File: config.mk
export PLATFORM = sky130hd
export DESIGN_NAME = audio_in_onset_detector
export DESIGN_NICKNAME = d
export VERILOG_FILES = /design/src/rtl/audio_in_onset_detector.sv
export SDC_FILE = /design/constraint.sdc
export NUM_CORES = 1
export LEC_CHECK = 0
export CAP_MARGIN = 20
export CORE_AREA = 2 2 165 167
export DETAILED_ROUTE_END_ITERATION = 8
export DIE_AREA = 0 0 167 169
export HOLD_SLACK_MARGIN = 0.05
export PLACE_DENSITY_LB_ADDON = 0.3
export SYNTH_ARGS = -nofsm -noshare
export SYNTH_HDL_FRONTEND = slang
export SYNTH_SLANG_ARGS = --single-unit
File: constraint.sdc
create_clock -name CLOCK_50 -period 5.68 [get_ports CLOCK_50]
set_input_delay 0.852 -clock CLOCK_50 [delete_from_list [all_inputs] [get_ports CLOCK_50]]
set_output_delay 0.852 -clock CLOCK_50 [all_outputs]
set_load 0.01 [all_outputs]
File: src/rtl/audio_in_onset_detector.sv
// ---------------------------------------------------------------------------
// audio_in_onset_detector
//
// Consumer side of the Audio_Controller capture FIFO. Pops stereo ADC sample
// pairs whenever they are available, rectifies them, follows a peak envelope
// with exponential release and turns envelope onsets into one-cycle drum
// trigger pulses carrying the captured peak level.
//
// Pipeline (N = pop cycle):
//   N+1 : rectified magnitude max(|L|,|R|) registered (v1)
//   N+2 : envelope updated (v2)
//   N+3 : threshold/peak/holdoff FSM result (hit, hit_level, busy)
//
// Ports:
//   CLOCK_50               in   system clock, rising edge
//   reset                  in   asynchronous, active-high
//   enable                 in   gates popping; in-flight samples still finish
//   threshold       [31:0] in   unsigned trigger level
//   audio_in_available     in   capture FIFO non-empty (show-ahead data)
//   left_channel_audio_in  [31:0] in  signed left sample
//   right_channel_audio_in [31:0] in  signed right sample
//   read_audio_in          out  pop strobe to the capture FIFO
//   envelope        [31:0] out  current envelope
//   hit                    out  one-cycle onset pulse
//   hit_level       [31:0] out  peak envelope of the most recent hit
//   busy                   out  high whenever the FSM is not ARMED
// ---------------------------------------------------------------------------
module audio_in_onset_detector #(
  parameter int unsigned DECAY_SHIFT      = 4,
  parameter int unsigned HOLDOFF_SAMPLES  = 4800,
  parameter int unsigned PEAK_MAX_SAMPLES = 96
) (
  input  logic        CLOCK_50,
  input  logic        reset,
  input  logic        enable,
  input  logic [31:0] threshold,
  input  logic        audio_in_available,
  input  logic [31:0] left_channel_audio_in,
  input  logic [31:0] right_channel_audio_in,
  output logic        read_audio_in,
  output logic [31:0] envelope,
  output logic        hit,
  output logic [31:0] hit_level,
  output logic        busy
);

  localparam int unsigned HCNT_W = (HOLDOFF_SAMPLES  > 1) ? $clog2(HOLDOFF_SAMPLES + 1)  : 1;
  localparam int unsigned PCNT_W = (PEAK_MAX_SAMPLES > 1) ? $clog2(PEAK_MAX_SAMPLES + 1) : 1;

  localparam logic [HCNT_W-1:0] HCNT_LAST = HCNT_W'(HOLDOFF_SAMPLES - 1);
  localparam logic [PCNT_W-1:0] PCNT_MAX  = PCNT_W'(PEAK_MAX_SAMPLES);

  typedef enum logic [1:0] {
    ARMED   = 2'd0,
    PEAK    = 2'd1,
    HOLDOFF = 2'd2,
    REARM   = 2'd3
  } state_t;

  // Two's-complement magnitude; the most negative value has no positive
  // counterpart and saturates.
  function automatic logic [31:0] sat_abs(input logic [31:0] x);
    if (!x[31]) begin
      return x;
    end else if (x == 32'h8000_0000) begin
      return 32'h7FFF_FFFF;
    end else begin
      return (~x) + 32'd1;
    end
  endfunction

  logic              pop;
  logic [31:0]       abs_l, abs_r;

  logic [31:0]       mag_q,       mag_d;
  logic              v1_q,        v1_d;
  logic [31:0]       env_q,       env_d;
  logic              v2_q,        v2_d;
  state_t            state_q,     state_d;
  logic [31:0]       pk_q,        pk_d;
  logic [PCNT_W-1:0] pcnt_q,      pcnt_d;
  logic [HCNT_W-1:0] hcnt_q,      hcnt_d;
  logic              hit_q,       hit_d;
  logic [31:0]       hit_level_q, hit_level_d;

  assign pop = audio_in_available & enable & ~reset;

  assign abs_l = sat_abs(left_channel_audio_in);
  assign abs_r = sat_abs(right_channel_audio_in);

  // Stage 1: rectify and take the louder channel.
  always_comb begin
    mag_d = mag_q;
    v1_d  = pop;
    if (pop) begin
      mag_d = (abs_l > abs_r) ? abs_l : abs_r;
    end
  end

  // Stage 2: instant attack, exponential release. The subtracted term is a
  // fraction of env itself, so env can never underflow; small values stall.
  always_comb begin
    env_d = env_q;
    v2_d  = v1_q;
    if (v1_q) begin
      if (mag_q > env_q) begin
        env_d = mag_q;
      end else begin
        env_d = env_q - (env_q >> DECAY_SHIFT);
      end
    end
  end

  // Onset FSM, stepped once per processed sample (v2 strobe).
  always_comb begin
    state_d     = state_q;
    pk_d        = pk_q;
    pcnt_d      = pcnt_q;
    hcnt_d      = hcnt_q;
    hit_d       = 1'b0;
    hit_level_d = hit_level_q;
    if (v2_q) begin
      case (state_q)
        ARMED: begin
          if (env_q >= threshold) begin
            state_d = PEAK;
            pk_d    = env_q;
            pcnt_d  = PCNT_W'(1);
          end
        end
        PEAK: begin
          // A falling envelope or an over-long rise both terminate the peak;
          // the reported level is the peak tracked so far.
          if ((env_q < pk_q) || (pcnt_q == PCNT_MAX)) begin
            hit_d       = 1'b1;
            hit_level_d = pk_q;
            hcnt_d      = '0;
            state_d     = HOLDOFF;
          end else begin
            pk_d   = env_q;
            pcnt_d = pcnt_q + 1'b1;
          end
        end
        HOLDOFF: begin
          if (hcnt_q == HCNT_LAST) begin
            state_d = REARM;
          end else begin
            hcnt_d = hcnt_q + 1'b1;
          end
        end
        REARM: begin
          // Hysteresis: re-arm only once the envelope has fallen well below
          // the trigger level.
          if (env_q < (threshold >> 1)) begin
            state_d = ARMED;
          end
        end
        default: begin
          state_d = ARMED;
        end
      endcase
    end
  end

  always_ff @(posedge CLOCK_50 or posedge reset) begin
    if (reset) begin
      mag_q       <= '0;
      v1_q        <= 1'b0;
      env_q       <= '0;
      v2_q        <= 1'b0;
      state_q     <= ARMED;
      pk_q        <= '0;
      pcnt_q      <= '0;
      hcnt_q      <= '0;
      hit_q       <= 1'b0;
      hit_level_q <= '0;
    end else begin
      mag_q       <= mag_d;
      v1_q        <= v1_d;
      env_q       <= env_d;
      v2_q        <= v2_d;
      state_q     <= state_d;
      pk_q        <= pk_d;
      pcnt_q      <= pcnt_d;
      hcnt_q      <= hcnt_d;
      hit_q       <= hit_d;
      hit_level_q <= hit_level_d;
    end
  end

  assign read_audio_in = pop;
  assign envelope      = env_q;
  assign hit           = hit_q;
  assign hit_level     = hit_level_q;
  assign busy          = (state_q != ARMED);

endmodule

Figure 1. Clock wires, drivers and flops.
The bar under the picture is 50 um long.
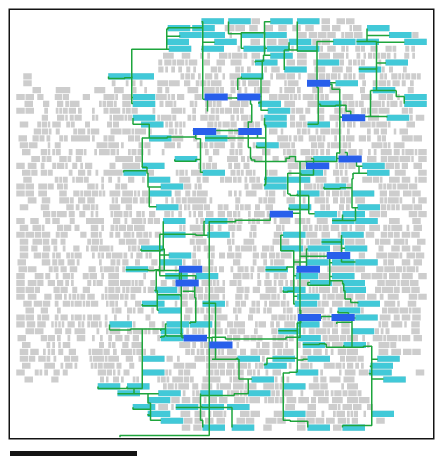
[cyan] flip-flops | count: 153
[blue] clock-net drivers | count: 17
[green] clock wires | length: 2010 um
routed clock nets: 18

Figure 2. Clock routing.
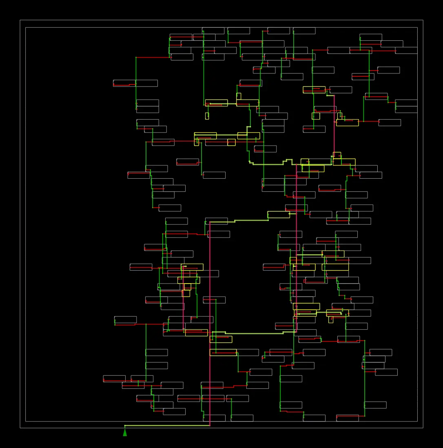
Num CTS Buffers: 17
clk sinks: 153
clock buffer count: 18
clk pwr: 1.16 mW
Late-Pin Clk Latency: 430 ps

==> results.tsv <==
metric	value	unit
via_per_inst	5.890	
grt_util_met3	0.03343	
drc_errors	0	
grtUsageTotal	0.2603	
critPathLaunchType	primary input	
hold_violations	0	
cellInternalPower	4.440	mW
synth-edff-count	0	
avgRoutedWirePerCell	17.26	um
design_area	0.01638	mm2
flop_area	0.003830	mm2
largest_area_cell	dfrtp_1	
top_power_group	combinational logic	
rows	60	
drtIter0Drc	1005	
async_reset_ff_frac	1.000	
ios	167	
power_density	500.6	mW/mm2
clk_pin_slew_worst_paths	60	ps
highest_layer	met4	
grt_pass1_wl	60570	um
relSlewSlack	0.2011	
busiest_layer	met2	
holdPathStages	1	
reg2reg_from	envelope[28]	
slowest_stage	or4_4	
yosysMostFrequentCell	ha_1	
antenna_found_initial	0	
clk_share	0.03651	
wl	36730	um
nWellTaps	341	
pg_comb	5.00	mW
cts_buffer_depth	2	
ys_top_cells_by_count	194 x ha_1, 181 x nand2_1, 153 x dfrtp_1, 132 x inv_1, 117 x nor2_1	
synthAoiAreaFrac	0.1819	
tool_warnings	30	
grt_pass1_vias	11990	
cp-end-kind	flop	
ir_drop	0.3037	mV
hold_path_class	flop to flop	
final-setup-viol-count	0	
ant_nets	0	
crit_buf_inv	2	
buffer_area_frac	0.1167	
xor_share	0.04566	
grt_max_degree	72	
htreeDepth	4	
dieArea	0.02822	mm2
power_frac_seq	0.248	
drv_cap	0	
die_h	169	um
lay_top_count	ha_1	
ys_ff	153	
simple_gate_share	0.1977	
worstRegToRegCells	10	
die_w	167	um
pwr-share-comb	0.610	
vias	12530	
top_area_frac	0.2811	
buffers_excl_clock	196	
fin_tns_setup	0	ps
ff2ff_setup_slack	1780	ps
outcome	complete, no violations	
wl_met1	17360	um
tightest_slew	1168	ps
top_cells_by_area	dfrtp_1 28%, ha_1 18%, nand2_1 5.0%	
crit_cells	15	
wl_met3	1814	um
finalCriticalPeriod	5187	ps
use_met1	0.3603	
synth_cell_types	68	
io_buffers	166	
ys_seq_share	0.2811	
yosys_warnings	0	
post-route-period-util	0.9132	
wl_met2	16900	um
sh_comb_area	0.5563	
syn_area	0.01362	mm2
p_leak	7.562	nW
layout_setup_ws	493.0	ps
Power is estimated from default activity; no workload was simulated.
